**src/rtl/poly_pkg.sv**
```systemverilog
// Shared definitions for the polynomial multiplier datapath: operand geometry,
// loader state encodings and a coefficient-slice helper.
package poly_pkg;

  localparam int COEF_W = 4;
  localparam int N_COEF = 4;
  localparam int OP_W   = COEF_W * N_COEF;

  typedef enum logic [1:0] {
    S_LOAD_A = 2'b00,
    S_LOAD_B = 2'b01,
    S_ISSUE  = 2'b10,
    S_BUSY   = 2'b11
  } load_state_e;

  // Coefficient idx of a packed polynomial; idx 0 is the constant term.
  function automatic logic [COEF_W-1:0] coef_slice(input logic [OP_W-1:0] poly,
                                                   input int unsigned idx);
    return poly[idx*COEF_W +: COEF_W];
  endfunction

endpackage

```
**src/rtl/poly_operand_loader_if.sv**
```systemverilog
// Operand hand-off between the loader (master) and the multiplier (slave).
interface poly_operand_loader_if;

  logic [poly_pkg::OP_W-1:0] a_coeffs;
  logic [poly_pkg::OP_W-1:0] b_coeffs;
  logic                      op_valid;
  logic                      op_ready;
  logic                      mult_done;

  // A transfer happens on a rising edge where op_valid && op_ready. Once
  // raised, op_valid and both operands hold until that edge; op_ready may be
  // high before op_valid. mult_done is a one-cycle completion pulse.
  modport master (
    output a_coeffs,
    output b_coeffs,
    output op_valid,
    input  op_ready,
    input  mult_done
  );

  modport slave (
    input  a_coeffs,
    input  b_coeffs,
    input  op_valid,
    output op_ready,
    output mult_done
  );

endinterface

```
**src/rtl/poly_operand_loader_btn_debounce.sv**
```systemverilog
// Push-button front end: synchroniser, stability counter and a registered
// one-cycle pulse on each accepted 0->1 level change.
module btn_debounce #(
  parameter int SYNC_STAGES     = 2,
  parameter int DEBOUNCE_CYCLES = 16
) (
  input  logic man_clk,
  input  logic man_reset_n,
  input  logic btn_in,
  output logic press
);

  localparam int CNT_W = (DEBOUNCE_CYCLES > 2) ? $clog2(DEBOUNCE_CYCLES) : 1;

  logic [SYNC_STAGES-1:0] sync_q, sync_d;
  logic [CNT_W-1:0]       cnt_q, cnt_d;
  logic                   level_q, level_d;
  logic                   press_q, press_d;
  logic                   synced;

  always_comb begin
    sync_d  = {sync_q[SYNC_STAGES-2:0], btn_in};
    synced  = sync_q[SYNC_STAGES-1];
    level_d = level_q;
    cnt_d   = '0;
    press_d = 1'b0;
    // Any cycle agreeing with the accepted level restarts the stability count.
    if (synced != level_q) begin
      if (cnt_q == CNT_W'(DEBOUNCE_CYCLES - 1)) begin
        level_d = ~level_q;
        press_d = ~level_q;
      end else begin
        cnt_d = cnt_q + CNT_W'(1);
      end
    end
  end

  always_ff @(posedge man_clk or negedge man_reset_n) begin
    if (!man_reset_n) begin
      sync_q  <= '0;
      cnt_q   <= '0;
      level_q <= 1'b0;
      press_q <= 1'b0;
    end else begin
      sync_q  <= sync_d;
      cnt_q   <= cnt_d;
      level_q <= level_d;
      press_q <= press_d;
    end
  end

  assign press = press_q;

endmodule

```
**src/rtl/poly_operand_loader.sv**
```systemverilog
// Captures operand A then B from the switch bank on debounced button presses,
// offers them to the multiplier and waits for its completion pulse.
module poly_operand_loader
  import poly_pkg::*;
#(
  parameter int SYNC_STAGES     = 2,
  parameter int DEBOUNCE_CYCLES = 16
) (
  input  logic                  man_clk,
  input  logic                  man_reset_n,
  input  logic [OP_W-1:0]       bits,
  input  logic                  step_btn,
  poly_operand_loader_if.master op,
  output logic [1:0]            load_state
);

  logic press;

  btn_debounce #(
    .SYNC_STAGES     (SYNC_STAGES),
    .DEBOUNCE_CYCLES (DEBOUNCE_CYCLES)
  ) u_btn_debounce (
    .man_clk     (man_clk),
    .man_reset_n (man_reset_n),
    .btn_in      (step_btn),
    .press       (press)
  );

  load_state_e     state_q, state_d;
  logic [OP_W-1:0] a_q, a_d;
  logic [OP_W-1:0] b_q, b_d;
  logic            valid_q, valid_d;

  always_comb begin
    state_d = state_q;
    a_d     = a_q;
    b_d     = b_q;
    valid_d = valid_q;
    // Presses outside the load states and mult_done outside S_BUSY fall through.
    case (state_q)
      S_LOAD_A: begin
        if (press) begin
          a_d     = bits;
          state_d = S_LOAD_B;
        end
      end
      S_LOAD_B: begin
        if (press) begin
          b_d     = bits;
          valid_d = 1'b1;
          state_d = S_ISSUE;
        end
      end
      S_ISSUE: begin
        if (valid_q && op.op_ready) begin
          valid_d = 1'b0;
          state_d = S_BUSY;
        end
      end
      S_BUSY: begin
        if (op.mult_done) begin
          state_d = S_LOAD_A;
        end
      end
      default: state_d = S_LOAD_A;
    endcase
  end

  always_ff @(posedge man_clk or negedge man_reset_n) begin
    if (!man_reset_n) begin
      state_q <= S_LOAD_A;
      a_q     <= '0;
      b_q     <= '0;
      valid_q <= 1'b0;
    end else begin
      state_q <= state_d;
      a_q     <= a_d;
      b_q     <= b_d;
      valid_q <= valid_d;
    end
  end

  assign op.a_coeffs = a_q;
  assign op.b_coeffs = b_q;
  assign op.op_valid = valid_q;
  assign load_state  = state_q;

endmodule

```
**src/flat_wrapper.sv**
```systemverilog
// flat-port wrapper written by rule: the top's interface ports become plain ports
module poly_operand_loader_flat import poly_pkg::*;
#(
  parameter int SYNC_STAGES     = 2,
  parameter int DEBOUNCE_CYCLES = 16
)
  (man_clk, man_reset_n, bits, step_btn, load_state, op_a_coeffs, op_b_coeffs, op_op_valid, op_op_ready, op_mult_done);
  poly_operand_loader_if op_i ();
  input  logic man_clk;
  input  logic man_reset_n;
  input  logic [OP_W-1:0] bits;
  input  logic step_btn;
  output logic [1:0] load_state;
  output wire logic [$bits(op_i.a_coeffs)-1:0] op_a_coeffs;
  output wire logic [$bits(op_i.b_coeffs)-1:0] op_b_coeffs;
  output wire logic [$bits(op_i.op_valid)-1:0] op_op_valid;
  input wire logic [$bits(op_i.op_ready)-1:0] op_op_ready;
  input wire logic [$bits(op_i.mult_done)-1:0] op_mult_done;
  assign op_a_coeffs = op_i.a_coeffs;
  assign op_b_coeffs = op_i.b_coeffs;
  assign op_op_valid = op_i.op_valid;
  assign op_i.op_ready = op_op_ready;
  assign op_i.mult_done = op_mult_done;
  poly_operand_loader #(.SYNC_STAGES(SYNC_STAGES), .DEBOUNCE_CYCLES(DEBOUNCE_CYCLES)) u_core (.man_clk(man_clk), .man_reset_n(man_reset_n), .bits(bits), .step_btn(step_btn), .op(op_i), .load_state(load_state));
endmodule
```
**config.mk**
```make
export PLATFORM = sky130hd
export DESIGN_NAME = poly_operand_loader_flat
export DESIGN_NICKNAME = d
export VERILOG_FILES = /design/src/rtl/poly_pkg.sv /design/src/rtl/poly_operand_loader_if.sv /design/src/rtl/poly_operand_loader_btn_debounce.sv /design/src/rtl/poly_operand_loader.sv /design/src/flat_wrapper.sv
export SDC_FILE = /design/constraint.sdc
export NUM_CORES = 1
export LEC_CHECK = 0
export CORE_AREA = 2 2 78 80
export CTS_BUF_LIST = sky130_fd_sc_hd__clkbuf_16
export DETAILED_ROUTE_END_ITERATION = 16
export DIE_AREA = 0 0 80 82
export PLACE_DENSITY = 0.55
export SLEW_MARGIN = 10
export SYNTH_ARGS = -nofsm -noshare
export SYNTH_HDL_FRONTEND = slang
export SYNTH_HIERARCHICAL = 1
export SYNTH_SLANG_ARGS = --single-unit
export TNS_END_PERCENT = 5
```
**constraint.sdc**
```tcl
create_clock -name man_clk -period 2.3 [get_ports man_clk]
set_clock_uncertainty 0.2 [all_clocks]
set_input_delay 0.23 -clock man_clk [delete_from_list [all_inputs] [get_ports man_clk]]
set_output_delay 0.23 -clock man_clk [all_outputs]
set_load 0.03 [all_outputs]
```
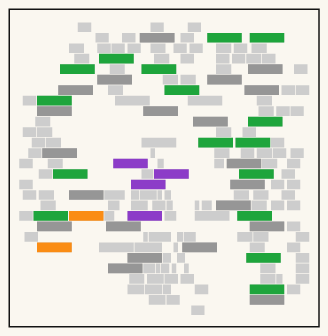
(where the registers sit)
Other sequential cells in the stronger gray, the rest of the logic in the fainter gray.
signal	color	sequential cells
u_core/u_btn_debounce/cnt_q	purple	4
u_core/op.a_coeffs	green	16
u_core/u_btn_debounce/sync_q	orange	2
not colored	21

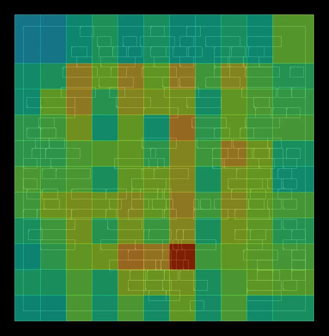
(track usage over the die)
WL per Instance: 13.43 um
Finished Core Util: 43.62%

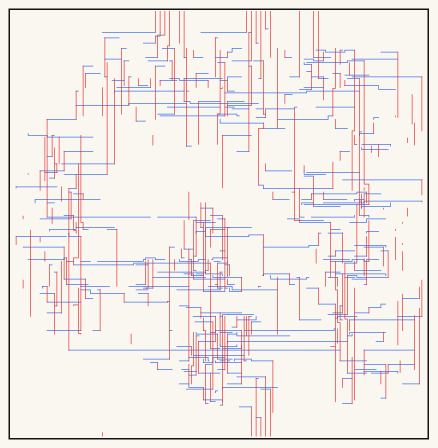
(metal layers overlaid)
Two of the layers only.
layer	color	wire length
M1	blue	1440 um
M2	red	1590 um

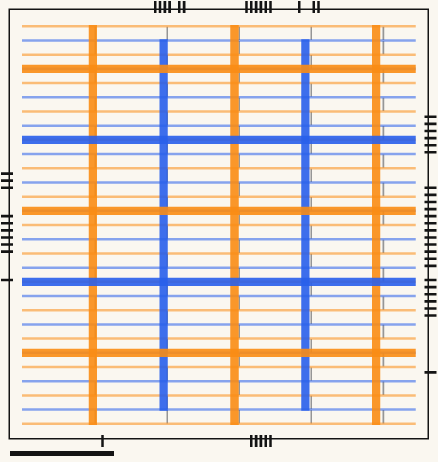
(power grid)
The bar under the picture is 20 um long. Pins as bars on the die edge. Tap cells in gray.
net	color
VSS	orange
VDD	blue
signal pins	56
met1 rails	29

==> CHANGELOG.md <==
### Physical design

- Worst Setup SP: u_core/load_state[0]
- Min Tclk post-route: 1875 ps
- Inverter count: 3
- Async SR Flop Fraction: 100.0%
- Reg2Reg Depth: 5
- RSZ-0062 raised after global routing: false
- Tap cells: 75
- Register area: 0.001076 mm^2
- Area Overhead vs Synth: 44.41%
- Cell type with the largest total area: dfrtp_1
- Met2 WL: 1593 um
- Synth top cells by count: 43 x dfrtp_1, 32 x mux2_2, 5 x ha_1, 3 x a21oi_1, 3 x inv_1
- Logic share of the area: 24.96%
- Slew Limit Fails: 0
- Clk pwr share: 31.8%
- Largest stage delay, worst path: 410 ps
- Detailed placement HPWL: 2372 um
- Number of non-clock buffers: 58
- Synth Register Bits: 43
- Top cell category: registers
- Logic Gate Count: 62
- HP Class: in -> async
- Outcome: complete, no violations
- Diode count: 0
- Finish-stage setup viols: 0
- Pre-CTS worst setup slack: 424.3 ps
- Wire length on met1: 1440 um
- Area share, top type: 62.00%
- Setup slack, reg-to-reg: 420 ps
- Core area: 0.005746 mm^2
- CP max-delay cell: dfrtp_1
- Met1 usage: 12.69%
- GPL Wtd Cong: 0.7291
- Area after DPL: 0.002367 mm^2
- Met2 GRT Util: 18.42%
- Synth Net Count: 136
- Logic family by area: multiplexers
power groups by stage:
stage | registers (mW) | clock network [mW] | logic, mW
after global placement | 0.864 | 0 | 0.477
after CTS | 0.856 | 0.657 | 0.495
after global routing | 0.864 | 0.700 | 0.533
after detailed placement | 0.870 | 0 | 0.493
final | 0.856 | 0.627 | 0.489
after floorplan | 0.959 | 0 | 0.214
critical path, delay by kind of cell, from the launching register on:
kind | cells | cell delay, ps
DFF | 1 | 410
AOI/OAI and AO/OA | 2 | 460
buffers and inverters | 1 | 100
adders and majority gates | 1 | 250
muxes | 1 | 340
Power and IR drop assume default switching activity.
